File: config.mk
export PLATFORM = sky130hd
export DESIGN_NAME = dispatcher
export DESIGN_NICKNAME = d
export VERILOG_FILES = /design/src/rtl/dispatcher.sv
export SDC_FILE = /design/constraint.sdc
export NUM_CORES = 1
export LEC_CHECK = 0
export ABC_AREA = 1
export CORE_AREA = 2 2 304 306
export CTS_BUF_LIST = sky130_fd_sc_hd__clkbuf_2 sky130_fd_sc_hd__clkbuf_4 sky130_fd_sc_hd__clkbuf_8
export DETAILED_ROUTE_END_ITERATION = 12
export DIE_AREA = 0 0 306 308
export PLACE_DENSITY = 0.52
export SLEW_MARGIN = 10
export SYNTH_ARGS = -nofsm -noshare
export SYNTH_HDL_FRONTEND = slang
export SYNTH_SLANG_ARGS = --single-unit
File: constraint.sdc
create_clock -name clk -period 2.5 [get_ports clk]
set_input_delay 0.25 -clock clk [delete_from_list [all_inputs] [get_ports clk]]
set_output_delay 0.25 -clock clk [all_outputs]
set_load 0.01 [all_outputs]
File: src/rtl/dispatcher.sv
// Receive side of the collector packet format: validates the header beat and
// unpacks payload beats onto the scanner beat interface through one output register.
module dispatcher #(
  parameter logic [23:0] MAGIC = 24'hAECAFE,
  parameter logic [7:0]  FLAGS = 8'h03
) (
  input  logic         clk,
  input  logic         reset,
  input  logic [255:0] s_axis_tdata,
  input  logic [31:0]  s_axis_tstrb,
  input  logic [127:0] s_axis_tuser,
  input  logic         s_axis_tvalid,
  output logic         s_axis_tready,
  input  logic         s_axis_tlast,
  output logic         dsp_dvld_scn,
  output logic [7:0]   dsp_cmd_scn,
  output logic [23:0]  dsp_id_scn,
  output logic [255:0] dsp_data_scn,
  output logic [31:0]  dsp_bvld_scn,
  output logic         dsp_end_scn,
  input  logic         scn_rdy_dsp,
  output logic [15:0]  hdr_err_cnt,
  output logic [15:0]  len_err_cnt
);

  typedef enum logic [1:0] {HDR, PAY, DROP} state_t;

  state_t      state;
  logic [7:0]  cmd_sh;
  logic [23:0] id_sh;
  logic [7:0]  exp_beats;
  logic [7:0]  beat_cnt;
  logic        accept;
  logic        hdr_ok;
  logic        load;
  logic        xfer;
  logic        unused_ok;

  assign s_axis_tready = (state == PAY) ? (~dsp_dvld_scn | scn_rdy_dsp) : 1'b1;
  assign accept = s_axis_tvalid & s_axis_tready;
  assign hdr_ok = (s_axis_tdata[23:0] == MAGIC) && (s_axis_tdata[63:56] == FLAGS);
  assign load   = accept && (state == PAY);
  assign xfer   = dsp_dvld_scn & scn_rdy_dsp;
  assign unused_ok = ^{s_axis_tuser[127:13], s_axis_tuser[4:0]};

  function automatic logic [15:0] sat_inc(input logic [15:0] v);
    return (v == 16'hFFFF) ? v : v + 16'd1;
  endfunction

  always_ff @(posedge clk) begin
    if (reset) begin
      state        <= HDR;
      cmd_sh       <= '0;
      id_sh        <= '0;
      exp_beats    <= '0;
      beat_cnt     <= '0;
      dsp_dvld_scn <= 1'b0;
      dsp_cmd_scn  <= '0;
      dsp_id_scn   <= '0;
      dsp_data_scn <= '0;
      dsp_bvld_scn <= '0;
      dsp_end_scn  <= 1'b0;
      hdr_err_cnt  <= '0;
      len_err_cnt  <= '0;
    end else begin
      if (xfer)
        dsp_dvld_scn <= 1'b0;
      // Header fields come from the shadow so a waiting end beat keeps its own cmd/id.
      if (load) begin
        dsp_dvld_scn <= 1'b1;
        dsp_data_scn <= s_axis_tdata;
        dsp_bvld_scn <= s_axis_tstrb;
        dsp_end_scn  <= s_axis_tlast;
        dsp_cmd_scn  <= cmd_sh;
        dsp_id_scn   <= id_sh;
      end
      case (state)
        HDR: begin
          if (accept) begin
            if (s_axis_tlast) begin
              hdr_err_cnt <= sat_inc(hdr_err_cnt);
            end else if (hdr_ok) begin
              cmd_sh    <= s_axis_tdata[31:24];
              id_sh     <= s_axis_tdata[55:32];
              exp_beats <= s_axis_tuser[12:5];
              beat_cnt  <= 8'd1;
              state     <= PAY;
            end else begin
              hdr_err_cnt <= sat_inc(hdr_err_cnt);
              state       <= DROP;
            end
          end
        end
        PAY: begin
          if (load) begin
            beat_cnt <= beat_cnt + 8'd1;
            if (s_axis_tlast) begin
              state <= HDR;
              if (beat_cnt + 8'd1 != exp_beats)
                len_err_cnt <= sat_inc(len_err_cnt);
            end
          end
        end
        DROP: begin
          if (accept && s_axis_tlast)
            state <= HDR;
        end
        default: state <= HDR;
      endcase
    end
  end

endmodule
layer_met3.png
Scale: 1 px per um.
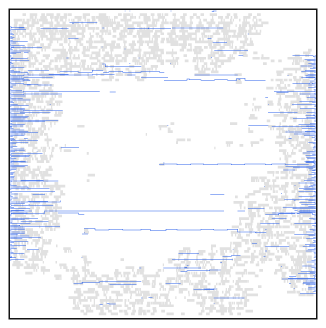
wire length on this layer = 5,560 um
main direction = horizontal
Vias: 15,600
Post-Route WL: 63,300 um
grt met3 use: 5.32%

clocks.png
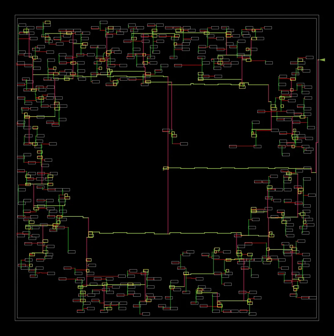
Clk. pwr: 7.02 mW
clk_skew: 0.0371 ns
Sink Count: 404

power_grid.png
Scale: 1 px per um. Pins as bars on the die edge. Tap cells in gray.
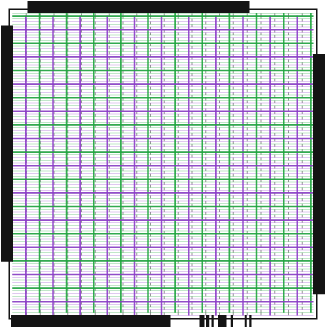
green -> VDD
purple -> VSS
met4 straps = 22
met1 rails = 112
tap cells = 1,186

==> flow_summary.json <==
{
  "status": "completed",
  "ff_type": "dfxtp_1",
  "antenna_found_initial": 7,
  "final-instance-count-excl-fill": 4026,
  "grt_overflow": 0,
  "hold_path.class": "primary input to flip-flop",
  "largest_area_cell": "dfxtp_1",
  "hold_start": "s_axis_tdata[66]",
  "syn_avg_cell_area_um2": 7.39,
  "cts_tree": "built",
  "crit_type": "flip-flop to output pin",
  "p_per_area_mw_per_mm2": 561,
  "netlist_instances": 2069,
  "yosys.area_share.aoi_pct": 13.2,
  "n_all_inverters": 87,
  "via_per_inst": 3.88,
  "register_area_mm2": 0.00809,
  "clockBufferDepth": 3,
  "worst_slew_pin_slew_ns": 0.587,
  "place_congestion": 0.787,
  "syn_nets": 2493,
  "yosysWarnings": 0,
  "drtIter0Drc": 906,
  "core_mm2": 0.0910,
  "synthTopCellsByArea": "dfxtp_1 (53%), nand2_1 (19%), a21oi_1 (12%)",
  "cts.reportedPaths.clkPinSlew_ns": 0.06,
  "clkbuf_count": 126,
  "h-tree-depth": 3,
  "setup_viol_count_final": 0,
  "areaGrowthSynthToFinish_pct": 67.4,
  "grt_max_degree": 94,
  "nets": 3204,
  "hold_ws_ns": 0.102,
  "port_buffers": 655,
  "drcViolationCount": 0,
  "top_logic_kind": "simple AND/OR/NAND/NOR gates",
  "critical_path.endpoint_type": "output pin",
  "fill_cells": 9850,
  "die-area_mm2": 0.0942,
  "grt_pass1_vias": 15200,
  "warning_count": 146,
  "flop-count": 404,
  "edf_count": 0,
  "postSynthSeqShare_pct": 52.9,
  "numSynthFlops": 404,
  "netlist_area_mm2": 0.0153,
  "rows": 111,
  "arrival_ns": 2.06,
  "leakage_nw": 9.01,
  "root_buffer": "clkbuf_8",
  "reg2reg_to": "dsp_data_scn[95]$_SDFFE_PP0P_",
  "min_path_cells": 3,
  "num-nonclk-buffers": 760,
  "r2r_start": "state[0]$_SDFFE_PP0P_",
  "reg2reg_depth": 9,
  "yosys-mux-area-fraction_pct": 0,
  "top_cell_area_share_pct": 52.9,
  "cap_violations": 0,
  "fin_util_pct": 28.1,
  "crit_fanout": 4,
  "async_reset_ff_share_pct": 0,
  "antenna_cells": 4,
  "grt_pass1_wl_um": 93200,
  "synth_chip_area_mm2": 0.0153,
  "ys_types": 31,
  "lay_top_count": "nand2_1",
  "grt_setup_unrepaired": "false",
  "top_area_cell_class": "flip-flops and latches",
  "die_h_um": 308,
  "layout-drive-gt1-share_pct": 7.19,
  "io_pins": 776,
  "clkCellAreaFrac_pct": 6.55,
  "relSlewSlack_pct": 60.9,
  "comb_share_pct": 24.6,
  "min_period_ns": 2.31,
  "cp-start-kind": "flip-flop",
  "lay_top_cells": "nand2_1 (773), clkdlybuf4s50_1 (654), dfxtp_1 (404), a21oi_1 (358), nor2_1 (153)",
  "crit_required_ns": 2.25,
  "ir_drop_v": 0.000334,
  "fin_crit_sh_pct": 92.3,
  "tapCellCount": 1186,
  "dr.pass1.iters": 5,
  "combGateArea_mm2": 0.00630,
  "ys_cells": 2069,
  "track_usage_pct": 12.9,
  "insertion_delay_ns": 0.70,
  "antenna_left": 0,
  "ys_sh_simple_pct": 26.7,
  "hold_viol_final": 0
}
[cell families (layout without fill, tap and decap cells)]
family / Yosys count / count (layout)
other: 0 / 4
AOI/OAI and AO/OA: 397 / 397
and+or+nand+nor: 1027 / 1027
buffers and inverters: 218 / 985
DFF: 404 / 404
xor gates and xnor gates: 20 / 20
adders and majority gates: 3 / 3
[report_power, final]
part / switching, mW / internal (mW)
Combinational: 0.325 / 0.539
Clock: 3.04 / 3.98
Sequential: 0.0169 / 6.45
Total: 3.38 / 11.0
[worst max-delay path, cell delays in order (launching register included)]
cell and delay [ns]:
dfxtp_1 0.39, inv_2 0.07, nor2_4 0.17, nand3_1 0.18, clkdlybuf4s50_1 0.54
[registers in the layout, indices dropped and copies added (netlist names)]
| name | cells |
|---|---|
| cmd_sh | 8 |
| hdr_err_cnt | 16 |
| dsp_cmd_scn | 8 |
| len_err_cnt | 16 |
| dsp_dvld_scn | 1 |
| dsp_data_scn | 256 |
| dsp_bvld_scn | 32 |
| dsp_id_scn | 24 |
| beat_cnt | 8 |
| state | 2 |
| dsp_end_scn | 1 |
| exp_beats | 8 |
| id_sh | 24 |
[routing by layer]
metal	vias up	GRT usage [%]	routed length, um
li1	8030	-	-
met1	6976	15.4	26600
met2	501	21.0	29500
met3	111	5.32	5560
met4	6	3.99	1550
met5	-	0	36
[repair_timing]
item,in CTS,in global routing
pin swaps,1,0
buffers inserted,1,0
hold endpoints to repair,89,0
endpoints found under the setup margin,1,1
hold buffers,54,0
gates resized,0,1
gates cloned,0,1
[stage by stage]
| step | cell area [um2] | setup TNS [ns] | setup WS [ns] | power [mW] |
|---|---|---|---|---|
| 6_report | 25600 | 0 | 0.193 | 14.4 |
| 4_1_cts | 25600 | 0 | 0.0682 | 14.7 |
| 2_1_floorplan | 15300 | 0 | 0.716 | 6.78 |
| 3_5_place_dp | 23300 | -16.40 | -0.366 | 7.41 |
| 5_1_grt | 25600 | 0 | 0.0161 | 15.0 |
| 3_3_place_gp | 23300 | -16.00 | -0.309 | 7.41 |
[how the worst max path moves through the flow]
| stage | startpoint | end | slack [ns] | cells past startpoint |
|---|---|---|---|---|
| 2_1_floorplan | beat_cnt[0]$_SDFFE_PP0P_ | len_err_cnt[0]$_SDFFE_PP0P_ | 0.72 | 11 |
| 3_3_place_gp | s_axis_tdata[22] | exp_beats[7]$_SDFFE_PP0P_ | -0.31 | 10 |
| 3_5_place_dp | s_axis_tdata[22] | exp_beats[7]$_SDFFE_PP0P_ | -0.37 | 10 |
| 4_1_cts | state[0]$_SDFFE_PP0P_ | dsp_data_scn[95]$_SDFFE_PP0P_ | 0.07 | 9 |
| 5_1_grt | state[0]$_SDFFE_PP0P_ | s_axis_tready | 0.02 | 4 |
| 6_report | state[0]$_SDFFE_PP0P_ | s_axis_tready | 0.19 | 4 |
[synthesized netlist by cell type, types with 3 or more instances]
cell and n:
a21oi_1 358, buf_2 48, buf_4 3, clkbuf_1 77
dfxtp_1 404, ha_1 3, inv_1 82, inv_2 4
nand2_1 773, nand3_1 65, nand3b_1 4, nand4_1 9
nor2_1 153, nor3_1 11, o21ai_0 37, xnor2_1 3
xor2_1 17
No activity file was given, so power comes from the tool's default toggle rates.
